[src/rtl/text_pixel_renderer_if.sv]
// Glyph request bundle from the letter-lookup producer to the pixel renderer.
// Signals: class flags (score/title/game over), font ROM address, glyph left edge.
interface text_pixel_renderer_if;
    logic        is_score_all_letters;
    logic        is_zoom;
    logic        is_game_over;
    logic [10:0] score_addr;
    logic [10:0] score_x;

    modport master (
        output is_score_all_letters,
        output is_zoom,
        output is_game_over,
        output score_addr,
        output score_x
    );

    modport slave (
        input is_score_all_letters,
        input is_zoom,
        input is_game_over,
        input score_addr,
        input score_x
    );
endinterface

[src/rtl/text_pixel_renderer.sv]
// Two-beat text pixel pipeline: drives the 8x16 font ROM, extracts the glyph bit
// for DrawX and emits text_on/text_class with GAME OVER blink.
// Ports: Clk, Reset_n, pix_en, frame_start, blink_en, DrawX, req (glyph request),
//        font_addr/font_data (ROM), text_on, text_class, blink_phase.
module text_pixel_renderer #(
    parameter int BLINK_FRAMES = 30,
    parameter int PIPE_DEPTH   = 2
) (
    input  logic                  Clk,
    input  logic                  Reset_n,
    input  logic                  pix_en,
    input  logic                  frame_start,
    input  logic                  blink_en,
    input  logic [9:0]            DrawX,
    text_pixel_renderer_if.slave  req,
    output logic [10:0]           font_addr,
    input  logic [7:0]            font_data,
    output logic                  text_on,
    output logic [1:0]            text_class,
    output logic                  blink_phase
);

    localparam int CW = (BLINK_FRAMES > 1) ? $clog2(BLINK_FRAMES) : 1;

    if (PIPE_DEPTH != 2) begin : g_depth_fixed
        $error("PIPE_DEPTH is fixed at 2");
    end
    if (BLINK_FRAMES < 1) begin : g_blink_min
        $error("BLINK_FRAMES must be >= 1");
    end

    logic [9:0]    col;
    logic          in_cell;
    logic [1:0]    cls;
    logic [2:0]    col1;
    logic [1:0]    cls1;
    logic          bit_sel;
    logic          on_nxt;
    logic [CW-1:0] frame_cnt;
    logic          unused_score_x_msb;

    assign unused_score_x_msb = req.score_x[10];

    // Wraps modulo 1024, so a pixel left of the cell lands far above 7.
    assign col     = DrawX - req.score_x[9:0];
    assign in_cell = (col[9:3] == 7'd0);

    always_comb begin
        cls = 2'd0;
        if (req.is_score_all_letters) cls = 2'd1;
        else if (req.is_zoom)         cls = 2'd2;
        else if (req.is_game_over)    cls = 2'd3;
        if (!in_cell) cls = 2'd0;
    end

    // Bit 7 is the leftmost pixel, so 7-col1 is simply ~col1.
    assign bit_sel = font_data[~col1];
    assign on_nxt  = (cls1 != 2'd0) & bit_sel
                   & ~((cls1 == 2'd3) & blink_en & blink_phase);

    always_ff @(posedge Clk or negedge Reset_n) begin
        if (!Reset_n) begin
            font_addr  <= '0;
            col1       <= '0;
            cls1       <= '0;
            text_on    <= 1'b0;
            text_class <= '0;
        end else if (pix_en) begin
            font_addr  <= req.score_addr;
            col1       <= col[2:0];
            cls1       <= cls;
            text_on    <= on_nxt;
            text_class <= on_nxt ? cls1 : 2'd0;
        end
    end

    // Stage 2 above samples blink_phase before this block's toggle lands.
    always_ff @(posedge Clk or negedge Reset_n) begin
        if (!Reset_n) begin
            frame_cnt   <= '0;
            blink_phase <= 1'b0;
        end else if (frame_start) begin
            if (frame_cnt == CW'(BLINK_FRAMES - 1)) begin
                frame_cnt   <= '0;
                blink_phase <= ~blink_phase;
            end else begin
                frame_cnt <= frame_cnt + 1'b1;
            end
        end
    end

endmodule
[src/flat_wrapper.sv]
// flat-port wrapper written by rule: the top's interface ports become plain ports
module text_pixel_renderer_flat 
#(
    parameter int BLINK_FRAMES = 30,
    parameter int PIPE_DEPTH   = 2
)
  (Clk, Reset_n, pix_en, frame_start, blink_en, DrawX, font_addr, font_data, text_on, text_class, blink_phase, req_is_score_all_letters, req_is_zoom, req_is_game_over, req_score_addr, req_score_x);
  text_pixel_renderer_if req_i ();
  input  logic Clk;
  input  logic Reset_n;
  input  logic pix_en;
  input  logic frame_start;
  input  logic blink_en;
  input  logic [9:0] DrawX;
  output logic [10:0] font_addr;
  input  logic [7:0] font_data;
  output logic text_on;
  output logic [1:0] text_class;
  output logic blink_phase;
  input wire logic [$bits(req_i.is_score_all_letters)-1:0] req_is_score_all_letters;
  input wire logic [$bits(req_i.is_zoom)-1:0] req_is_zoom;
  input wire logic [$bits(req_i.is_game_over)-1:0] req_is_game_over;
  input wire logic [$bits(req_i.score_addr)-1:0] req_score_addr;
  input wire logic [$bits(req_i.score_x)-1:0] req_score_x;
  assign req_i.is_score_all_letters = req_is_score_all_letters;
  assign req_i.is_zoom = req_is_zoom;
  assign req_i.is_game_over = req_is_game_over;
  assign req_i.score_addr = req_score_addr;
  assign req_i.score_x = req_score_x;
  text_pixel_renderer #(.BLINK_FRAMES(BLINK_FRAMES), .PIPE_DEPTH(PIPE_DEPTH)) u_core (.Clk(Clk), .Reset_n(Reset_n), .pix_en(pix_en), .frame_start(frame_start), .blink_en(blink_en), .DrawX(DrawX), .req(req_i), .font_addr(font_addr), .font_data(font_data), .text_on(text_on), .text_class(text_class), .blink_phase(blink_phase));
endmodule
[config.mk]
export PLATFORM = sky130hd
export DESIGN_NAME = text_pixel_renderer_flat
export DESIGN_NICKNAME = d
export VERILOG_FILES = /design/src/rtl/text_pixel_renderer_if.sv /design/src/rtl/text_pixel_renderer.sv /design/src/flat_wrapper.sv
export SDC_FILE = /design/constraint.sdc
export NUM_CORES = 1
export LEC_CHECK = 0
export CAP_MARGIN = 10
export CORE_MARGIN = 5
export CORE_UTILIZATION = 45
export CTS_BUF_LIST = sky130_fd_sc_hd__clkbuf_8
export DETAILED_ROUTE_END_ITERATION = 6
export GPL_ROUTABILITY_DRIVEN = 0
export GPL_TIMING_DRIVEN = 0
export HOLD_SLACK_MARGIN = 0.06
export PLACE_DENSITY = 0.91
export SETUP_SLACK_MARGIN = 0.05
export SLEW_MARGIN = 5
export SYNTH_ARGS = -nofsm -noshare
export SYNTH_HDL_FRONTEND = slang
export SYNTH_SLANG_ARGS = --single-unit
[constraint.sdc]
create_clock -name Clk -period 1.65 [get_ports Clk]
set_input_delay 0.4125 -clock Clk [delete_from_list [all_inputs] [get_ports Clk]]
set_output_delay 0.4125 -clock Clk [all_outputs]
set_load 0.05 [all_outputs]
Figure 1. Power grid.
Bar = 20 µm. Pins as bars on the die edge.
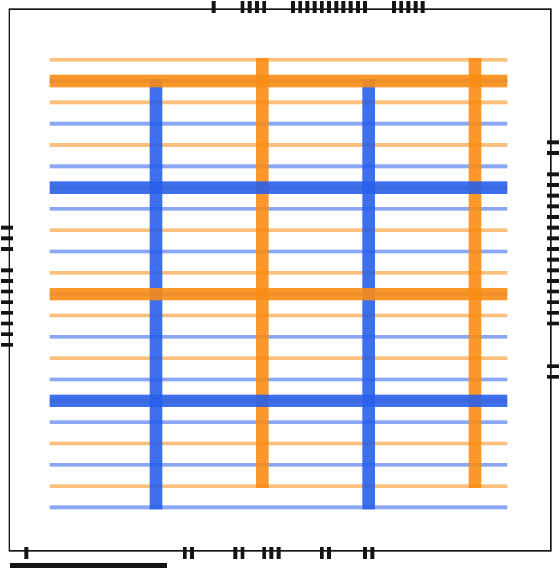
legend:
  blue:
    net: VSS
  orange:
    net: VDD
signal pins: 63
met4 straps: 4
rows: 21
met1 rails: 22

Figure 2. Placed cells, one color a class.
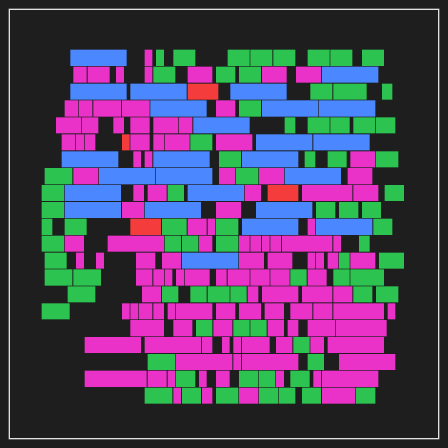
legend:
  red:
    class: clock drivers and dummy loads
    cells: 4
    share_of_their_area: 1.8%
  magenta:
    class: all other logic
    cells: 122
    share_of_their_area: 45%
  blue:
    class: flip-flops
    cells: 25
    share_of_their_area: 25%
  green:
    class: other buffers and delay cells
    cells: 77
    share_of_their_area: 28%

Figure 3. Clock distribution.
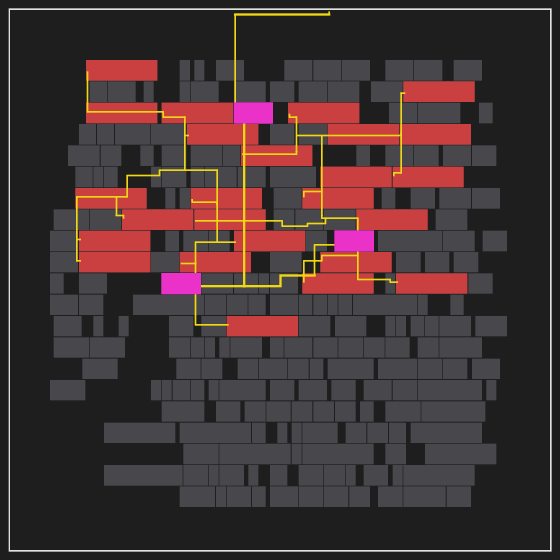
legend:
  red:
    item: flip-flops
    count: 25
  magenta:
    item: cells driving clock nets
    count: 3
  yellow:
    item: clock wires
    length: 271 µm
routed clock nets: 4

[final cells by class]
cell class,instances,area share [%]
multi-input cells,107,41.8
repair buffers,75,26.9
flip-flops and latches,25,24.2
inverters,15,2.62
well taps,46,2.23
clock buffers,3,1.60
plain buffers,2,0.436
clock inverters,1,0.145
[synth_stat cells (all sizes together), types with 2 or more instances]
master   instances
clkbuf           2
a31o             2
o22ai            2
o21ai            9
xnor2            3
inv             14
xor2             2
a21o             2
dfrtp           25
mux2i            3
nor3             2
mux4             2
nor2             9
nor2b            3
nand2b           2
a21oi           10
a22o             2
o2111ai          3
mux2            12
nand4            2
ha              11
a32o             2
nand2            8
[through the flow]
step           std cells  power (mW)  area, µm²
6_report             274        2.05       2580
5_1_grt              274        2.16       2580
4_1_cts              269        1.96       2460
3_5_place_dp         255        1.57       2250
3_3_place_gp         255        1.53       2250
2_1_floorplan        149        1.27       1600
[cells by family (layout without fill, tap and decap cells)]
logic type / Yosys count / after routing
muxes: 17 / 17
and+or+nand+nor: 34 / 34
DFF: 25 / 25
buffers and inverters: 17 / 96
AOI/OAI and AO/OA: 39 / 39
adders and majority gates: 12 / 12
xor gates and xnor gates: 5 / 5
[what timing repair did]
action,in CTS,in global routing
gates cloned,0,0
resized,74,46
pin swaps,19,20
hold endpoints to repair,0,0
endpoints found under the setup margin,31,16
setup buffers,10,4
[flip-flops by register name, indices dropped and copies added (netlist names)]
signal,flops
u_core.blink_phase,1
u_core.font_addr,11
u_core.text_class,2
u_core.text_on,1
u_core.frame_cnt,5
u_core.cls1,2
u_core.col1,3
[worst max-delay path by stage]
stage | from | end | cells past startpoint
floorplan | DrawX[0] | u_core.cls1[0] | 9
global placement | DrawX[0] | u_core.cls1[0] | 10
detailed placement | DrawX[0] | u_core.cls1[0] | 10
CTS | DrawX[0] | u_core.cls1[0] | 10
global route | DrawX[0] | u_core.cls1[0] | 10
finish | DrawX[0] | u_core.cls1[0] | 10
[where the power goes]
group	leakage, nW	switching [mW]	internal (mW)	total, mW
Clock	0.0269	0.186	0.167	0.353
Sequential	0.306	0.0997	0.713	0.813
Combinational	0.843	0.458	0.421	0.879
[routing by layer]
layer	global-route usage, %	share of wire [%]	vias to the layer above
met5	0	0	-
met2	39.0	54	70
met3	3.57	7.1	22
li1	-	-	700
met1	21.7	34	745
met4	5.11	4.2	0
[worst register-to-register path, delay by kind of cell, from the launching register on]
kind	cells	cell delay [ns]
flip-flops	1	0.43
multiplexers	2	0.77
AND-OR/OR-AND	1	0.20
AND/OR/NAND/NOR	1	0.07
[layout by cell type (no fill, tap or decap), types with 4 or more instances in the layout]
cell	synthesis	routed
nand2_1	8	8
inv_2	0	8
dlygate4sd2_1	0	17
ha_4	0	8
clkdlybuf4s15_1	0	9
o21ai_0	9	6
dfrtp_1	25	25
inv_1	14	6
a21oi_2	1	4
nor2_1	9	7
mux2_2	12	12
clkdlybuf4s50_1	0	18
buf_4	0	14
dlymetal6s2s_1	0	7
a21oi_1	9	4
clkbuf_2	0	5
==> run_results.csv <==
group,metric,value,unit
logic_synthesis,avgSynthCellArea,10.5,µm²
sta,setup_viol,2,
die,io_pins,63,
clock_network,clkLatencyLatePin,0.27,ns
logic_synthesis,edf_count,0,
logic_synthesis,synthXorXnorAreaFrac,2.80,%
flow_run,openroad.warnings,31,
logic_synthesis,largest_area_cell,"dfrtp_1",
routing,drcViolationCount,0,
logic_synthesis,yosys_warnings,0,
cells_and_area,layout.nets,289,
placement,dp_hpwl,3230,µm
logic_synthesis,ys_sh_simple,12.1,%
cells_and_area,antennaDiodeCount,0,
status,outcome,"finished with violations",
setup_path,crit_type,"in2reg",
setup_path,crit_path_end_kind,"flop",
die,die_area,4750,µm²
clock_network,cts_buffers,3,
logic_synthesis,ys_seq_share,40.1,%
setup_path,crit_chain,"buf_8 > inv_8 > ha_4 > fa_2 > nor2b_2 > o31a_1 > a22oi_2 > or4_4 > a21oi_4 > a32o_1",
cells_and_area,register_area,626,µm²
cells_and_area,areaGrowthSynthToFinish,65.3,%
routing,ant_nets,0,
hold_path,hp-class,"in2reg",
hold_path,min_from,"req_score_x[0]",
grt,grt_use_total,19.9,%
die,die_w,68.9,µm
power_and_ir_drop,leakage,1.18,nW
sta,max_freq,474,MHz
setup_path,r2r_slack,0.08,ns
logic_synthesis,aoi_share,17.4,%
grt,antenna_found_initial,0,
logic_synthesis,ys_area,1560,µm²
placement,dpl_worst_slack,-1.16,ns
sta,tightestPinTransition,0.519,ns
power_and_ir_drop,power_density,792,nW/µm²
clock_network,cts.path.max_buffers,2,
routing,wl_per_cell,18.1,µm
logic_synthesis,synth_nets,209,
grt,grt_pass1_wl,7070,µm
cells_and_area,drive_gt1_share,35.5,%
sta,hold_slack,0.453,ns
hold_path,whs_endpoint,"u_core.col1[0]",
setup_path,reg2reg_to,"u_core.text_class[0]",
sta,fin_crit_sh,128,%
sta,drv_slew,0,
status,violations,"negative setup slack",
logic_synthesis,ys_ff,25,
die,rows,21,
grt,grt_max_degree,26,
clock_network,path_clk_slew,0.08,ns
setup_path,reg2reg_depth,4,
logic_synthesis,top_cell_area_share,40.1,%
grt,gr-total-overflow,0,
setup_path,arrival,2.32,ns
logic_synthesis,syn_area,1560,µm²
setup_path,cpLargestDelayFamily,"simple AND/OR/NAND/NOR gates",
clock_network,htree_levels,1,
routing,drt_iter0_drc,77,
cells_and_area,comb_area,1080,µm²
sta,final.setup_skew,0.00143,ns
setup_path,cp_num_buf_inv,2,
die,fp.coreArea,3340,µm²
logic_synthesis,synthCells,149,
routing,via_count,1537,
grt,grt_pass1_vias,1564,
routing,wl,4960,µm
routing,viasPerCell,5.61,
logic_synthesis,netlist_top_cells_area,"dfrtp_1, ha_1, mux2_2, inv_1, a21oi_1",
sta,period_minus_slack,2.11,ns
sta,setup_ws,-0.461,ns
clock_network,cts.sinks,25,
cells_and_area,final_util,77.4,%
setup_path,critPathLaunchType,"input pin",
hold_path,holdPathStages,3,
sta,hold_viol,0,
routing,dr.pass1.iters,4,
placement,port-buffer-count,60,
setup_path,cpPeakStageDelay,0.56,ns
sta,fin_tns_setup,-0.881,ns
logic_synthesis,yosys.area_share.adder,10.1,%
logic_synthesis,synthMuxAreaShare,13.5,%
sta,rsz0062_at_grt,"true",
setup_path,cp_data_required_time,1.86,ns
logic_synthesis,synth.logic.top_family,"AND-OR/OR-AND gates",
die,fp_util,46.8,%
logic_synthesis,ys_async_sr_fraction,100,%
clock_network,cts_tree,"done",
die,die_h,68.9,µm
logic_synthesis,synth-main-ff-cell,"dfrtp_1",
logic_synthesis,yosysUniqueCellTypes,43,
sta,slew_headroom,65.6,%
logic_synthesis,ys_cells,149,
clock_network,cts_hold_buf,0,
flow_run,drv_cap,0,
setup_path,cp_max_fo,2,
power_and_ir_drop,irDropWorstVdd,0.000820,V
cells_and_area,fillerInstances,217,
setup_path,rr_startpoint,"u_core.col1[0]",
setup_path,slowest_stage,"or4_4",
clock_network,ctsRootBufferMaster,"clkbuf_8",
Power is estimated from default activity; no workload was simulated.
